==> src/rtl/gps_srq_sched_pkg.sv <==
// Shared definitions for the GPS service-request scheduler: FSM encoding,
// host starvation limit and channel-count defaults shared with the GPS top.
package gps_srq_sched_pkg;

  localparam int GPS_CHANS_DEF = 12;
  localparam int CHAN_W_DEF    = 4;
  localparam int STARVE_LIM    = 4;

  typedef enum logic [1:0] {
    ST_IDLE  = 2'd0,
    ST_GRANT = 2'd1,
    ST_WAIT  = 2'd2
  } sched_state_t;

endpackage

==> src/rtl/gps_rr_pick.sv <==
// Rotating-priority encoder: returns the first set request at or after i_start,
// wrapping modulo N. Purely combinational.
module gps_rr_pick #(
  parameter int N = 12,
  parameter int W = 4
) (
  input  logic [N-1:0] i_req,
  input  logic [W-1:0] i_start,
  output logic         o_found,
  output logic [W-1:0] o_idx
);

  logic [W:0]   w_sum [N];
  logic [W-1:0] w_pos [N];

  for (genvar k = 0; k < N; k++) begin : g_pos
    assign w_sum[k] = {1'b0, i_start} + (W+1)'(k);
    assign w_pos[k] = (w_sum[k] >= (W+1)'(N)) ? W'(w_sum[k] - (W+1)'(N))
                                               : w_sum[k][W-1:0];
  end

  // Walk from the farthest position back so the nearest hit overwrites last.
  always_comb begin
    o_found = 1'b0;
    o_idx   = '0;
    for (int k = N - 1; k >= 0; k--) begin
      if (i_req[w_pos[k]]) begin
        o_found = 1'b1;
        o_idx   = w_pos[k];
      end
    end
  end

endmodule

==> src/rtl/gps_srq_sched.sv <==
// Round-robin service-request scheduler for the demod bank plus host, with
// lost-epoch detection. Optional ack watchdog under GPS_SCHED_WDOG_EN.
module gps_srq_sched
  import gps_srq_sched_pkg::*;
#(
  parameter int GPS_CHANS = GPS_CHANS_DEF,
  parameter int CHAN_W    = CHAN_W_DEF,
  parameter int OVR_W     = 8,
  parameter int TMO_CYC   = 4096
) (
  input  logic                 i_clk,
  input  logic                 i_rst,
  input  logic [GPS_CHANS-1:0] i_chan_srq,
  input  logic                 i_host_srq,
  input  logic                 i_mask_wr,
  input  logic [GPS_CHANS-1:0] i_mask_in,
  input  logic                 i_gnt_ack,
  input  logic                 i_ovr_clr,
  output logic                 o_gnt_valid,
  output logic                 o_gnt_host,
  output logic [CHAN_W-1:0]    o_gnt_chan,
  output logic [GPS_CHANS-1:0] o_pend,
  output logic [GPS_CHANS-1:0] o_ovr_flags,
  output logic [OVR_W-1:0]     o_ovr_cnt,
  output logic                 o_tmo
);

  if ((1 << CHAN_W) < GPS_CHANS || TMO_CYC < 2 || OVR_W < 5) begin : g_param_err
    $error("gps_srq_sched: inconsistent parameters");
  end

  sched_state_t         r_state;
  logic [GPS_CHANS-1:0] r_mask, r_pend, r_ovr_flags;
  logic [CHAN_W-1:0]    r_rr_ptr, r_gnt_chan;
  logic                 r_gnt_valid, r_gnt_host;
  logic [OVR_W-1:0]     r_ovr_cnt;
  logic [2:0]           r_starve;

  logic                 w_found, w_ack, w_host_pick;
  logic [CHAN_W-1:0]    w_pick;
  logic [GPS_CHANS-1:0] w_ack_vec, w_set, w_ovr, w_pend_nxt;
  logic [4:0]           w_ovr_n;
  logic [OVR_W:0]       w_ovr_sum;
  logic [OVR_W-1:0]     w_ovr_sat;

  gps_rr_pick #(.N(GPS_CHANS), .W(CHAN_W)) u_pick (
    .i_req   (r_pend),
    .i_start (r_rr_ptr),
    .o_found (w_found),
    .o_idx   (w_pick)
  );

  assign w_ack = i_gnt_ack && (r_state == ST_WAIT);

  always_comb begin
    w_ack_vec = '0;
    for (int i = 0; i < GPS_CHANS; i++)
      w_ack_vec[i] = w_ack && !r_gnt_host && (r_gnt_chan == CHAN_W'(i));
  end

  // A new epoch in the ack cycle re-arms pend rather than counting as lost.
  assign w_set      = i_chan_srq & r_mask;
  assign w_ovr      = w_set & r_pend & ~w_ack_vec;
  assign w_pend_nxt = ((r_pend & ~w_ack_vec) | w_set) & (i_mask_wr ? i_mask_in : '1);

  always_comb begin
    w_ovr_n = '0;
    for (int i = 0; i < GPS_CHANS; i++) w_ovr_n = w_ovr_n + 5'(w_ovr[i]);
  end

  assign w_ovr_sum   = {1'b0, r_ovr_cnt} + (OVR_W+1)'(w_ovr_n);
  assign w_ovr_sat   = w_ovr_sum[OVR_W] ? '1 : w_ovr_sum[OVR_W-1:0];
  assign w_host_pick = i_host_srq && (!w_found || (r_starve >= 3'(STARVE_LIM)));

`ifdef GPS_SCHED_WDOG_EN
  localparam int WD_W = $clog2(TMO_CYC);
  logic [WD_W-1:0] r_wd;
  logic            r_tmo;
  assign o_tmo = r_tmo;
`else
  assign o_tmo = 1'b0;
`endif

  always_ff @(posedge i_clk or posedge i_rst) begin
    if (i_rst) begin
      r_state     <= ST_IDLE;
      r_mask      <= '0;
      r_pend      <= '0;
      r_ovr_flags <= '0;
      r_ovr_cnt   <= '0;
      r_rr_ptr    <= '0;
      r_gnt_chan  <= '0;
      r_gnt_valid <= 1'b0;
      r_gnt_host  <= 1'b0;
      r_starve    <= '0;
`ifdef GPS_SCHED_WDOG_EN
      r_wd        <= '0;
      r_tmo       <= 1'b0;
`endif
    end else begin
      r_pend <= w_pend_nxt;
      if (i_mask_wr) r_mask <= i_mask_in;
      if (i_ovr_clr) begin
        r_ovr_flags <= '0;
        r_ovr_cnt   <= '0;
`ifdef GPS_SCHED_WDOG_EN
        r_tmo       <= 1'b0;
`endif
      end else begin
        r_ovr_flags <= r_ovr_flags | w_ovr;
        if (|w_ovr) r_ovr_cnt <= w_ovr_sat;
      end
      if (!i_host_srq) r_starve <= '0;

      case (r_state)
        ST_IDLE: begin
          if ((|r_pend) || i_host_srq) r_state <= ST_GRANT;
        end
        ST_GRANT: begin
`ifdef GPS_SCHED_WDOG_EN
          r_wd <= '0;
`endif
          if (w_host_pick) begin
            r_gnt_valid <= 1'b1;
            r_gnt_host  <= 1'b1;
            r_gnt_chan  <= '0;
            r_starve    <= '0;
            r_state     <= ST_WAIT;
          end else if (w_found) begin
            r_gnt_valid <= 1'b1;
            r_gnt_host  <= 1'b0;
            r_gnt_chan  <= w_pick;
            r_rr_ptr    <= (w_pick == CHAN_W'(GPS_CHANS - 1)) ? '0 : w_pick + CHAN_W'(1);
            if (i_host_srq && (r_starve < 3'(STARVE_LIM))) r_starve <= r_starve + 3'd1;
            r_state     <= ST_WAIT;
          end else begin
            r_state <= ST_IDLE;
          end
        end
        ST_WAIT: begin
          if (i_gnt_ack) begin
            r_gnt_valid <= 1'b0;
            r_gnt_host  <= 1'b0;
            r_gnt_chan  <= '0;
            r_state     <= ST_IDLE;
          end
`ifdef GPS_SCHED_WDOG_EN
          // Timeout abandons the grant but keeps pend so the channel is re-served.
          else if (r_wd == WD_W'(TMO_CYC - 1)) begin
            r_gnt_valid <= 1'b0;
            r_gnt_host  <= 1'b0;
            r_gnt_chan  <= '0;
            r_tmo       <= 1'b1;
            r_state     <= ST_IDLE;
          end else begin
            r_wd <= r_wd + WD_W'(1);
          end
`endif
        end
        default: r_state <= ST_IDLE;
      endcase
    end
  end

  assign o_gnt_valid = r_gnt_valid;
  assign o_gnt_host  = r_gnt_host;
  assign o_gnt_chan  = r_gnt_chan;
  assign o_pend      = r_pend;
  assign o_ovr_flags = r_ovr_flags;
  assign o_ovr_cnt   = r_ovr_cnt;

endmodule
==> config.mk <==
export PLATFORM = sky130hd
export DESIGN_NAME = gps_srq_sched
export DESIGN_NICKNAME = d
export VERILOG_FILES = /design/src/rtl/gps_srq_sched_pkg.sv /design/src/rtl/gps_rr_pick.sv /design/src/rtl/gps_srq_sched.sv
export SDC_FILE = /design/constraint.sdc
export NUM_CORES = 1
export LEC_CHECK = 0
export CORE_ASPECT_RATIO = 1.75
export CORE_MARGIN = 2
export CORE_UTILIZATION = 40
export DETAILED_ROUTE_END_ITERATION = 10
export PLACE_DENSITY = 0.62
export SYNTH_ARGS = -nofsm -noshare
export SYNTH_HDL_FRONTEND = slang
export SYNTH_SLANG_ARGS = --single-unit
==> constraint.sdc <==
create_clock -name i_clk -period 7.6 [get_ports i_clk]
set_clock_uncertainty 0.05 [all_clocks]
set_input_delay 1.14 -clock i_clk [delete_from_list [all_inputs] [get_ports i_clk]]
set_output_delay 1.14 -clock i_clk [all_outputs]
set_load 0.02 [all_outputs]
**Supply network**

Scale bar: 20 µm. Pins as bars on the die edge. Tap cells in gray.
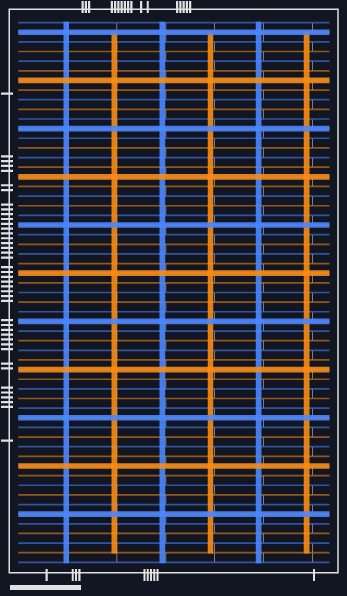
- orange: VDD
- blue: VSS
- met4 straps: 6
- rows: 56
- tap cells: 174

**Placed cells, one color a class**

Scale bar: 20 µm.
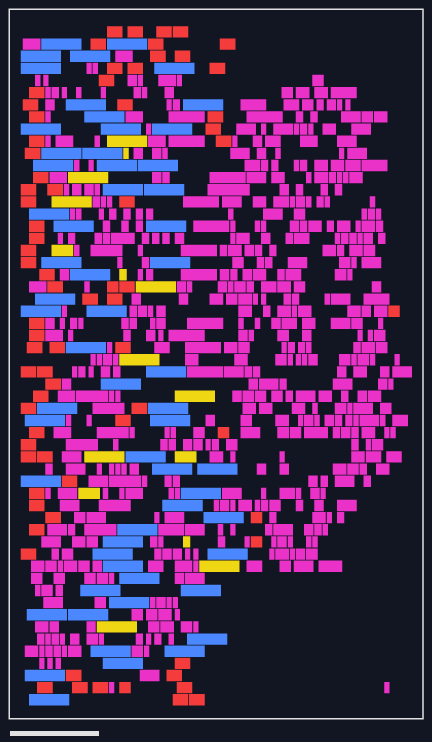
- red: other buffers and delay cells (cells 73; share of their area 11%)
- blue: flip-flops (cells 59; share of their area 23%)
- magenta: all other logic (cells 540; share of their area 61%)
- yellow: clock drivers and dummy loads (cells 15; share of their area 4.5%)

**Clock distribution**

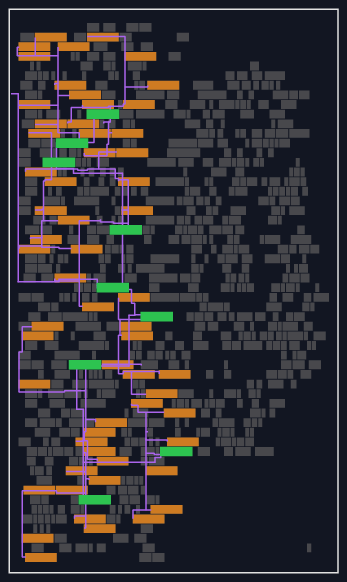
- purple: clock wires (length 906 µm)
- orange: flip-flops (count 59)
- green: cells driving clock nets (count 9)
- routed clock nets: 10
source-to-sink clock delay at the later pin of the worst-skew pair: 0.33 ns

**Routed metal, one color a layer**

Scale bar: 20 µm. Only two layers are drawn.
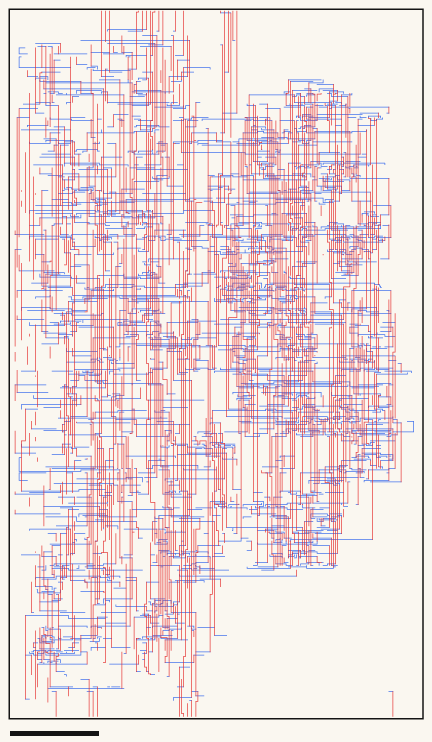
- blue: met1 (wire length 6090 µm)
- red: met2 (wire length 9520 µm)

==> results.cfg <==
; flow metrics
[logic_synthesis]
synth-edff-count = 0
ys.flop_type = sky130_fd_sc_hd__dfrtp_1
top_cells_by_area = sky130_fd_sc_hd__dfrtp_1 27%, sky130_fd_sc_hd__ha_1 7.6%, sky130_fd_sc_hd__mux4_2 4.9%, sky130_fd_sc_hd__nor2_1 4.5%, sky130_fd_sc_hd__nand2_1 4.4%
netlist_top_cells_count = 66 x sky130_fd_sc_hd__nor2_1, 64 x sky130_fd_sc_hd__nand2_1, 59 x sky130_fd_sc_hd__dfrtp_1
synthXorXnorAreaFrac = 0.0268
ys_types = 86
synth.yosys.chip_area_um2 = 5460
synth_area_per_cell_um2 = 8.70
mux_area_frac = 0.0939
synth.most_common_cell = sky130_fd_sc_hd__nor2_1
synth_async_sr_flop_share = 1.00
top_logic_kind = simple AND/OR/NAND/NOR gates
synth.ff_latch_count = 59
top_area_cell = sky130_fd_sc_hd__dfrtp_1
synthesis.nets = 699
adder_share = 0.105
yosys-stat-cells = 628
synth.yosys.warnings = 0
sequential_element_share_of_the_synthesized_area = 0.270
top_area_frac = 0.270
ys_sh_simple = 0.226
synth_compound_gate_area_share = 0.222
syn-cell-area_um2 = 5460
syn_inst = 628

[final_layout]
antenna_cells_inserted = 0
drive_gt1_frac = 0.102
fillCellCount = 1312
design.final.nets = 754
synthToLayoutAreaGrowth_pct = 19.1
finalCoreUtilization = 0.486
layout.cells.most_common = sky130_fd_sc_hd__clkdlybuf4s50_1
layout.cells.most_common_list = 67 x sky130_fd_sc_hd__clkdlybuf4s50_1, 66 x sky130_fd_sc_hd__nor2_1, 64 x sky130_fd_sc_hd__nand2_1

[cts]
cts_hold_buffers = 0
cts_max_level = 3
clk_transition_reported_paths_ns = 0.05
cts_inserted_buffers = 9
clock-sinks = 59
clock_tree_from_tritoncts = yes
cts-root-buf = sky130_fd_sc_hd__clkbuf_16
cts_setup_buffers = 0
cts-resized-gates = 0
maximum_number_of_buffers_from_clock_root_to_sink = 2

[place]
numPortBuffers = 67
gpl.final_weighted_congestion = 0.947
pre_cts_slack_ns = 0.818
detailedPlacementHpwl_um = 13400

[drt]
routed-via-count = 5081
routed_wirelength_normalized_by_instance_count_um = 19.9
drt_pass1_iterations = 5
route.detailed.vias_per_inst = 5.90
ant_nets = 0
detail_route.wirelength_um = 17200
post-route-drc-count = 0
dr.first_iter.drc_count = 249

[floorplanning]
fp.dieH_um = 159
row_count = 56
die_width_um = 92.3
core_area_um2 = 13400
io_pins = 69
initial_utilization = 0.408
fp.dieArea_um2 = 14600

[worst_setup_path]
cpMaxStageDelayCell = sky130_fd_sc_hd__clkdlybuf4s50_1
setup.worst_path.start = i_gnt_ack
cp-start-kind = input port
crit_arrival_ns = 6.62
path_cells = clkdlybuf4s50_1 > nor4bb_1 > nand2b_1 > o21ai_0 > nor2_1 > fa_1 > inv_1 > fa_1 > fa_1 > fa_1 > inv_1 > fa_1 > fa_1 > a21o_1 > a21oi_1 > o21bai_1 > nand2b_1 > a31oi_1 > o22a_1
worst_setup_path_endpoint = o_ovr_cnt[5]$_DFFE_PP0P_
critical_path_peak_fanout = 6
critPathRequiredTime_ns = 7.76
worst_setup_path_end_kind = register
r2r_setup_slack_ns = 1.75
wp_buf_inv = 3
timing.critical_path.slowest_cell_delay_ns = 0.59
crit_top_cell = sky130_fd_sc_hd__fa_1
criticalPathCategory = in -> reg
timing.critical_path.depth = 19
worst_r2r_startpoint = r_state[0]$_DFFE_PP0P_
rr_worst_depth = 20
worstReg2RegEnd = o_ovr_cnt[5]$_DFFE_PP0P_
cp_top_family = adder cells

[global_routing]
groute.usage.overall = 0.238
grt_pass1_wl_um = 26900
first_global_vias = 5137
largest_net_degree_at_the_start_of_global_routing = 60
overflow = 0
initial_antenna_violation_count = 0

[status]
outcome = finished clean

[min_path]
timing.hold.worst_path_depth = 2
worstHoldEndpoint = o_ovr_flags[10]$_DFF_PP0_
hp-class = reg -> reg
hold_path_startpoint = o_ovr_flags[10]$_DFF_PP0_

[final_timing]
final.setup.tns_ns = 0
layout_setup_ws_ns = 1.15
final-max-slew-violation-count = 0
finalCritPeriodShare = 0.849
timing.fmax_mhz = 155
max-slew-margin-rel = 0.350
min_period_ns = 6.45
worst-slew-pin-transition_ns = 0.967
finalHoldViolations = 0
finalSetupViolations = 0
grt_setup_unrepaired = no

[flow_run]
log.warning_count = 38
cap_violations = 0
## area by class of cell
type / instances / area (µm²) / area share
clock buffers: 13 / 270 / 0.0415
inverters: 36 / 135 / 0.0208
repair buffers: 73 / 716 / 0.110
clock inverters: 2 / 10.0 / 0.00154
flip-flops and latches: 59 / 1480 / 0.227
well taps: 174 / 218 / 0.0334
multi-input cells: 504 / 3680 / 0.566
## per-stage QoR
stage / cells / hold slack (ns) / cell area (µm²)
after floorplan: 628 / 0.423 / 5460
after global placement: 846 / 0.439 / 6230
after detailed placement: 846 / 0.444 / 6230
after CTS: 861 / 0.456 / 6510
after global routing: 861 / 0.471 / 6510
final: 861 / 0.451 / 6510
## layer usage
metal / routed length (µm) / share of wire / global-route usage / vias to the layer above
li1: - / - / - / 2414
met1: 6090 / 0.36 / 0.244 / 2456
met2: 9520 / 0.55 / 0.457 / 163
met3: 778 / 0.045 / 0.0336 / 48
met4: 775 / 0.045 / 0.128 / 0
met5: 0 / 0 / 0 / -
## state kept, by name, indices dropped and copies added, names as in the netlist
signal,cells
r_mask,12
r_rr_ptr,4
o_ovr_flags,12
r_starve,3
o_gnt_chan,4
o_gnt_valid,1
r_state,2
o_ovr_cnt,8
o_pend,12
o_gnt_host,1
